--- src/rtl/tia_pkg.sv ---
// Shared constants, phase-FSM states and the LFSR step rule for the TIA
// horizontal counter.
package tia_pkg;

   localparam int         TIA_HC_W    = 6;
   localparam logic [5:0] TIA_HC_TERM = 6'b001010;

   // Which biphase phase the counter is waiting for next.
   typedef enum logic [1:0] {
      IDLE = 2'd0,
      W_P1 = 2'd1,
      W_P2 = 2'd2
   } tia_phase_t;

   // One step of the 6-bit polynomial counter (XNOR feedback of bits 5 and 4).
   function automatic logic [TIA_HC_W-1:0] lfsr_step(input logic [TIA_HC_W-1:0] s);
      return {s[4:0], ~(s[5] ^ s[4])};
   endfunction

endpackage

--- src/rtl/tia_biphase_edge.sv ---
// Rising-edge detector for the two biphase levels, plus an overlap flag
// that flags both phases high or both rising together.
module tia_biphase_edge (
   input  logic clk,
   input  logic r,
   input  logic phi1,
   input  logic phi2,
   output logic p1r,
   output logic p2r,
   output logic overlap
);

   logic [1:0] phase_in;
   logic [1:0] phase_d;
   logic [1:0] phase_q;
   logic [1:0] rise;

   assign phase_in = {phi2, phi1};

   // Previous levels are always the current levels of the last clk.
   always_comb begin
      phase_d = phase_in;
   end

   // Delay register for both phases.
   always_ff @(posedge clk or posedge r) begin
      if (r) begin
         phase_q <= 2'b00;
      end else begin
         phase_q <= phase_d;
      end
   end

   genvar gi;
   generate
      for (gi = 0; gi < 2; gi++) begin : g_rise
         assign rise[gi] = phase_in[gi] & ~phase_q[gi];
      end
   endgenerate

   assign p1r     = rise[0];
   assign p2r     = rise[1];
   assign overlap = (phi1 & phi2) | (rise[0] & rise[1]);

endmodule

--- src/rtl/tia_biphase_counter.sv ---
// Master/slave polynomial horizontal counter driven by the TIA biphase
// clock: phi1 loads the master, phi2 copies it to the visible slave.
// Flags each wrap to zero and latches any biphase protocol violation.
module tia_biphase_counter
   import tia_pkg::*;
#(
   parameter logic [5:0] TERM = TIA_HC_TERM,
   parameter int         W    = TIA_HC_W
) (
   input  logic         clk,
   input  logic         r,
   input  logic         phi1,
   input  logic         phi2,
   input  logic         rl,
   output logic [W-1:0] cnt,
   output logic         wrap,
   output logic         err
);

   logic p1r;
   logic p2r;
   logic overlap;

   tia_phase_t   state_q,  state_d;
   logic [W-1:0] master_q, master_d;
   logic [W-1:0] slave_q,  slave_d;
   logic         wrap_q,   wrap_d;
   logic         err_q,    err_d;

   tia_biphase_edge u_edge (
      .clk     (clk),
      .r       (r),
      .phi1    (phi1),
      .phi2    (phi2),
      .p1r     (p1r),
      .p2r     (p2r),
      .overlap (overlap)
   );

   // Phase sequencing, counter load/transfer, wrap detect and error capture.
   always_comb begin
      state_d  = state_q;
      master_d = master_q;
      slave_d  = slave_q;
      wrap_d   = 1'b0;
      err_d    = err_q;
      if (rl) begin
         // Latched reset holds the counter at zero; a prior error stays visible.
         master_d = '0;
         slave_d  = '0;
         state_d  = IDLE;
      end else begin
         case (state_q)
            IDLE: begin
               state_d = W_P1;
            end
            W_P1: begin
               if (overlap || p2r) begin
                  err_d = 1'b1;
               end else if (p1r) begin
                  master_d = (slave_q == TERM) ? '0 : lfsr_step(slave_q);
                  state_d  = W_P2;
               end
            end
            W_P2: begin
               if (overlap || p1r) begin
                  err_d   = 1'b1;
                  state_d = W_P1;
               end else if (p2r) begin
                  slave_d = master_q;
                  wrap_d  = (master_q == '0) && (slave_q == TERM);
                  state_d = W_P1;
               end
            end
            default: begin
               state_d = IDLE;
            end
         endcase
      end
   end

   // State and output registers.
   always_ff @(posedge clk or posedge r) begin
      if (r) begin
         state_q  <= IDLE;
         master_q <= '0;
         slave_q  <= '0;
         wrap_q   <= 1'b0;
         err_q    <= 1'b0;
      end else begin
         state_q  <= state_d;
         master_q <= master_d;
         slave_q  <= slave_d;
         wrap_q   <= wrap_d;
         err_q    <= err_d;
      end
   end

   assign cnt  = slave_q;
   assign wrap = wrap_q;
   assign err  = err_q;

endmodule
--- config.mk ---
export PLATFORM = sky130hd
export DESIGN_NAME = tia_biphase_counter
export DESIGN_NICKNAME = d
export VERILOG_FILES = /design/src/rtl/tia_pkg.sv /design/src/rtl/tia_biphase_edge.sv /design/src/rtl/tia_biphase_counter.sv
export SDC_FILE = /design/constraint.sdc
export NUM_CORES = 1
export LEC_CHECK = 0
export ABC_AREA = 1
export CORE_MARGIN = 2
export CORE_UTILIZATION = 57
export DETAILED_ROUTE_END_ITERATION = 16
export PLACE_DENSITY = 0.82
export REMOVE_ABC_BUFFERS = 1
export SYNTH_ARGS = -nofsm -noshare
export SYNTH_HDL_FRONTEND = slang
export SYNTH_HIERARCHICAL = 1
export SYNTH_SLANG_ARGS = --single-unit
--- constraint.sdc ---
create_clock -name clk -period 2.2 [get_ports clk]
set_input_delay 0.44 -clock clk [delete_from_list [all_inputs] [get_ports clk]]
set_output_delay 0.44 -clock clk [all_outputs]
set_load 0.01 [all_outputs]
Fig. 1: run 1, register map, names as in the netlist
(8 px per um)
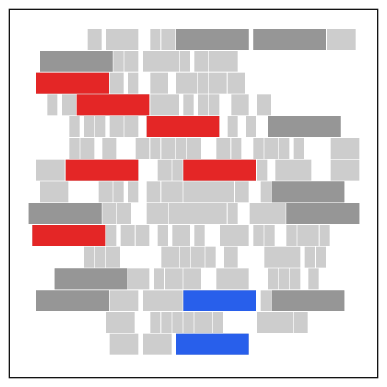
master_q: in red, placed flops 6. u_edge/phase_q: in blue, placed flops 2.
Another 10 sequential cells are not coloured.
sequential power: 371 uW
Sequential cell area: 450 um2
sequential cell area share: 39.0%
Layout Utilization: 68.3%

Fig. 2: run 1, layout detail
Window x 10 to 35, y 10 to 35 um. Cells in grey, sequential cells in the stronger grey; small squares are vias.
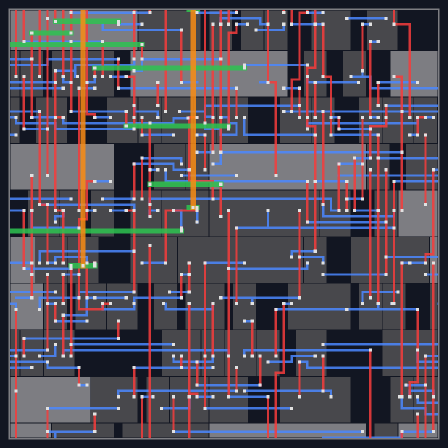
metal 4: in orange. metal 1: in blue. metal 3: in green. metal 2: in red.
Most frequent: nand3_1 (19), nand2_1 (13), nor2_1 (8). Sequential cells in the window: 5. Netlist names of flops here include master_q (4), cnt (1). 68 logic cells have their middle in the window.

==> summary.txt, run 1 <==
The run has ended; figures from its reports follow.

The total routed wirelength came out at 1920 um. In this run, power in the clock network comes to 204 uW. The remaining global-route overflow came out at 0. The synthesized area per cell came out at 8.39 um2.

The distinct cell type count after synthesis came out at 18. According to the I/O placement log, the pin count is 13. The routed design could run at a clock period as short as 1.72 ns. Following the worst setup path forward leads to its endpoint at cnt[4]. Yosys attributes the largest share of cell area to sky130_fd_sc_hd__dfrtp_1 45%, sky130_fd_sc_hd__nand3_1 14%, sky130_fd_sc_hd__nand2_1 9.0%. The count of tool warnings is 28. The proportion of layout cells with a drive suffix above 1 came out at 12.8%.

The clock-pin slew on the worst setup and hold paths came out at 0.11 ns. The switching portion of total power comes to 32.1%. The number of buffers inserted during clock tree synthesis is 3. The count of hold buffers inserted by post-cts repair came out at 0. The startpoint identified for the worst register-to-register timing path is state_q[1]. The detailed-route wire length per cell is 12.8 um. The iteration tally of the first detailed-router pass is 4.

The most instantiated logic cell after routing is sky130_fd_sc_hd__nand3_1. The number of gates on the worst path with buffers counted came out at 1. The family with the most delay on the worst path is buffers and inverters. The aggregate negative setup slack came out at 0 ns. The met3 track demand over resource in global routing is 3.57%. The net switching power figure is 248 uW. The insertion delay of the later-clocked pin in the worst-skew pair is 0.29 ns.

The critical path's slowest stage uses the library cell sky130_fd_sc_hd__clkdlybuf4s50_1. The class of the most critical setup path is reg -> out. The worst setup path is launched from a flip-flop. The initial antenna violation count is 0.

The count of nets left with antenna violations after detail routing is 0. The actual slew at the worst max-slew pin came out at 0.618 ns. Looking at the reg2reg group, the worst path ends at state_q[0]. The CTS tree is yes.

Clock tree synthesis found a total of 18 sinks. The number of buffers on the longest clock path came out at 2. Per the placement report, the placed cell count is 146.

STA reports a reg2reg setup slack of 0.90 ns. The highest fanout seen on the critical path came out at 4. The area after detailed placement came out at 1120 um2.

The post-CTS repair timing setup buffer count came out at 0. Sequential cells burn 48.1% of the power. The synthesized instance count is 119. The final count of hold timing violations is 0. Before placement the cells fill 59.1% of the core. The yosys cell count came out at 119.

The relative contribution of combinational cells to total power is 25.6%. The clock network is responsible for 26.4% of the overall power. The core area is 1690 um2. The average vias per placed instance came out at 5.56. The run finished with clean final reports.
Fig. 3: run 1, cell sizes after repair
(10 px per um)
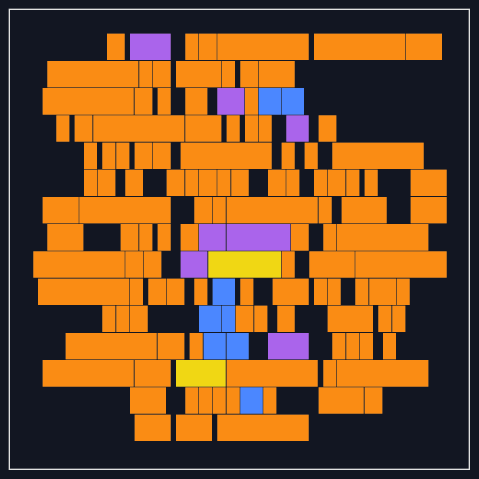
_3 and _4 cells: in purple, cells 7, share 5.3%. _0 and _1 cells: in orange, cells 116, share 87%. _2 cells: in blue, cells 8, share 6.0%. _6 and larger: in yellow, cells 2, share 1.5%.
post-route cell area: 1150 um2
count of plain and timing-repair buffers in the layout: 12
area growth from synthesis to final layout: 15.5%

[run 1: state kept, by name, summed over array words and instances, names as in the netlist]
register,cells
cnt,6
master_q,6
state_q,2
u_edge/phase_q,2
err,1
wrap,1
[run 1: kinds of logic after synthesis]
group                      count (synthesis)  synth area share (%)
and+or+nand+nor                           76                  38.8
buffers and inverters                     18                  8.52
DFF                                       18                  45.1
adders and majority gates                  5                  6.27
AOI/OAI and AO/OA                          2                  1.25
[run 1: cells in the mapped netlist]
master,count
sky130_fd_sc_hd__inv_2,1
sky130_fd_sc_hd__ha_1,5
sky130_fd_sc_hd__nand2_4,2
sky130_fd_sc_hd__nand3_1,27
sky130_fd_sc_hd__inv_4,1
sky130_fd_sc_hd__nand3b_1,1
sky130_fd_sc_hd__nor2_2,5
sky130_fd_sc_hd__o21bai_1,1
sky130_fd_sc_hd__nor2_8,1
sky130_fd_sc_hd__nand3_4,1
sky130_fd_sc_hd__buf_6,2
sky130_fd_sc_hd__dfrtp_1,18
sky130_fd_sc_hd__inv_1,14
sky130_fd_sc_hd__o21ai_1,1
sky130_fd_sc_hd__nor2_1,12
sky130_fd_sc_hd__nand2_1,24
sky130_fd_sc_hd__or2_1,1
sky130_fd_sc_hd__nand2_2,2
[run 1: area by class of cell]
cell class | count | area, um2
clock buffer | 4 | 36.3
tap | 17 | 21.3
sequential | 18 | 450
timing repair buffer | 12 | 120
inverter | 16 | 62.6
multi-input combinational | 83 | 463
fill | 136 | 536
[run 1: metal layers]
metal	vias up	routed length, um
met5	-	0
met4	0	30
met3	4	92
met2	29	932
met1	398	867
li1	403	-
[run 1: through the flow]
step	power (mW)	utilization, %
floorplan	0.523	-
global placement	0.561	66.1
detailed placement	0.575	66.1
CTS	0.779	68.3
global route	0.827	68.3
finish	0.772	68.3
## Run 2: what changed since run 1
--- a/config.mk
+++ b/config.mk
@@ -7,9 +7,9 @@
 export LEC_CHECK = 0
 export ABC_AREA = 1
 export CORE_MARGIN = 2
-export CORE_UTILIZATION = 57
+export CORE_UTILIZATION = 53
 export DETAILED_ROUTE_END_ITERATION = 16
-export PLACE_DENSITY = 0.82
+export PLACE_DENSITY = 0.77
 export REMOVE_ABC_BUFFERS = 1
 export SYNTH_ARGS = -nofsm -noshare
 export SYNTH_HDL_FRONTEND = slang
==> constraint.sdc (replaced) <==
create_clock -name clk -period 1.8 [get_ports clk]
set_input_delay 0.36 -clock clk [delete_from_list [all_inputs] [get_ports clk]]
set_output_delay 0.36 -clock clk [all_outputs]
set_load 0.01 [all_outputs]
Fig. 4: run 2, register map, names as in the netlist
(8 px per um)
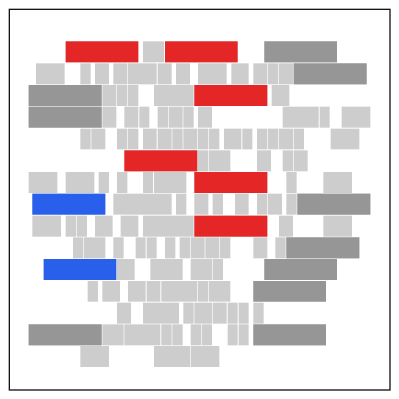
master_q: in red, placed flops 6. u_edge/phase_q: in blue, placed flops 2.
sequential cell area share: 38.5%
Layout Utilization: 67.1%

==> summary.txt, run 2 <==
The run has ended; figures from its reports follow.

The flow ran to the end, and the final reports show no timing, DRC or antenna violations. The total power consumption of the routed design came out at 934 uW. The number of enable flip-flop cells is 0. For this design, the sink count on the clock tree is 18.

The total routed wirelength came out at 1870 um. The filler cells instantiated in the layout total 145. The count of tool warnings came out at 28. For this run, the slowest stage of the critical path takes 0.56 ns. In the synthesized netlist, the cells that appear most often are 27 x sky130_fd_sc_hd__nand3_1, 24 x sky130_fd_sc_hd__nand2_1, 18 x sky130_fd_sc_hd__dfrtp_1.

13 I/O pins were placed. The detailed-route wire length per cell is 11.7 um. Per the detail_route report, the via count comes to 810.

The iteration count recorded for the first detailed-route pass is 5. The post-CTS repair timing setup buffer count came out at 0. The initial antenna violation count came out at 0. The kind of capture point of the worst setup path is a primary output. Before placement the cells fill 57.2% of the core. The insertion delay of the later-clocked pin in the worst-skew pair came out at 0.30 ns. The category of the worst setup path launch point is a flip-flop. The clock-pin slew on the worst setup and hold paths is 0.10 ns. The area added between synthesis and finish came out at 17.3%.

The synthesized area per cell is 8.39 um2. The core area is 1750 um2. The type recorded for the worst min-delay path is in -> async. The wire length of the first global-routing pass came out at 3080 um. Detailed placement ended at an HPWL of 1380 um. The routed design could run at a clock period as short as 1.63 ns. The kind of cell with the highest combined delay along the critical path is buffers and inverters.

The main area contributors are sky130_fd_sc_hd__dfrtp_1 45%, sky130_fd_sc_hd__nand3_1 14%, sky130_fd_sc_hd__nand2_1 9.0%. The actual slew at the worst max-slew pin came out at 0.315 ns. The yosys cell count came out at 119. The remaining global-route overflow came out at 0. Post-synth the commonest register cell is sky130_fd_sc_hd__dfrtp_1. The fraction of synthesis flops using an asynchronous set or reset pin is 100%. The number of global-route vias before repair is 731.

The minimum setup slack among reg-to-reg paths came out at 0.52 ns. The number of DRC markers in iteration 0 is 17. TritonCTS built the clock tree.

The final count of hold timing violations came out at 0. The highest fanout seen on the critical path came out at 4. The aggregate negative setup slack is 0 ns. The floorplan die area is 2250 um2. Counting only logic cells after layout, the most numerous master is sky130_fd_sc_hd__nand3_1. The slowest stage cell on the critical path is sky130_fd_sc_hd__clkdlybuf4s50_1. CTS reports a maximum clock tree buffer depth of 2. The synthesized netlist contains 18 unique library cells. Post-synthesis, Yosys gives the total cell area as 998 um2. In this run the clock root is driven by a sky130_fd_sc_hd__clkbuf_4.

The class of the most critical setup path is reg -> out. The proportion of layout cells with a drive suffix above 1 is 13.4%. Sorting the synthesis cell report by count puts at the top sky130_fd_sc_hd__nand3_1. In the finished design, the share of the clock period the worst path needs comes to 90.5%. CTS added clock buffers totalling 3. The count of hold buffers inserted by post-cts repair is 0. The count of nets left with antenna violations after detail routing came out at 0.

The die extent in y is 47.4 um. The average vias per placed instance came out at 5.09. The synthesized netlist handed to floorplanning was reported with a cell count of 119. The number of gates on the worst path with buffers counted is 1.
-- run 2: cell counts after synthesis --
Identical to the previous run, type by type.
-- run 2: cell families after synthesis --
family | count (synthesis) | share of synthesized area [%]
AND-OR/OR-AND | 2 | 1.25
adder cells (fa/ha/maj) | 5 | 6.27
AND/OR/NAND/NOR | 76 | 38.8
buffers and inverters | 18 | 8.52
flip-flops | 18 | 45.1
-- run 2: routing by layer --
metal / track usage, % / share of wire, %
met4: 7.22 / 1.6
met3: 4.62 / 6.8
met1: 27.8 / 46
met2: 29.7 / 45
met5: 0 / 0
-- run 2: power breakdown --
part	leakage (nW)	internal, mW	switching (mW)
registers	0.238	0.429	0.0249
logic	0.357	0.0863	0.147
clock network	0.0210	0.123	0.124
total	0.616	0.639	0.295
-- run 2: stage by stage --
step / setup WS, ns / cells / instance area, um2 / hold WS (ns)
2_1_floorplan: 0.667 / 117 / 976 / 0.101
3_3_place_gp: 0.132 / 155 / 1130 / 0.462
3_5_place_dp: 0.108 / 155 / 1130 / 0.466
4_1_cts: 0.150 / 159 / 1170 / 0.216
5_1_grt: 0.109 / 159 / 1170 / 0.245
6_report: 0.170 / 159 / 1170 / 0.226
-- run 2: path summary, 6_finish.rpt --
kind	startpoint	to
setup / recovery	cnt[0]	cnt[0]
hold / removal	r	u_edge/phase_q[1]
setup reg to reg	state_q[0]	cnt[2]
hold reg to reg	err	err
max in group asynchronous	r	master_q[4]
min in group clk	err	err
-- run 2: area by class of cell --
type | instances | area (um2) | area share [%]
Clock buffer | 4 | 36.3 | 3.10
Inverter | 16 | 62.6 | 5.34
Multi-Input combinational cell | 83 | 463 | 39.5
Sequential cell | 18 | 450 | 38.5
Tap cell | 25 | 31.3 | 2.67
Timing Repair Buffer | 13 | 128 | 10.9
Power figures rest on the tool's default switching activity, not on a simulated workload.
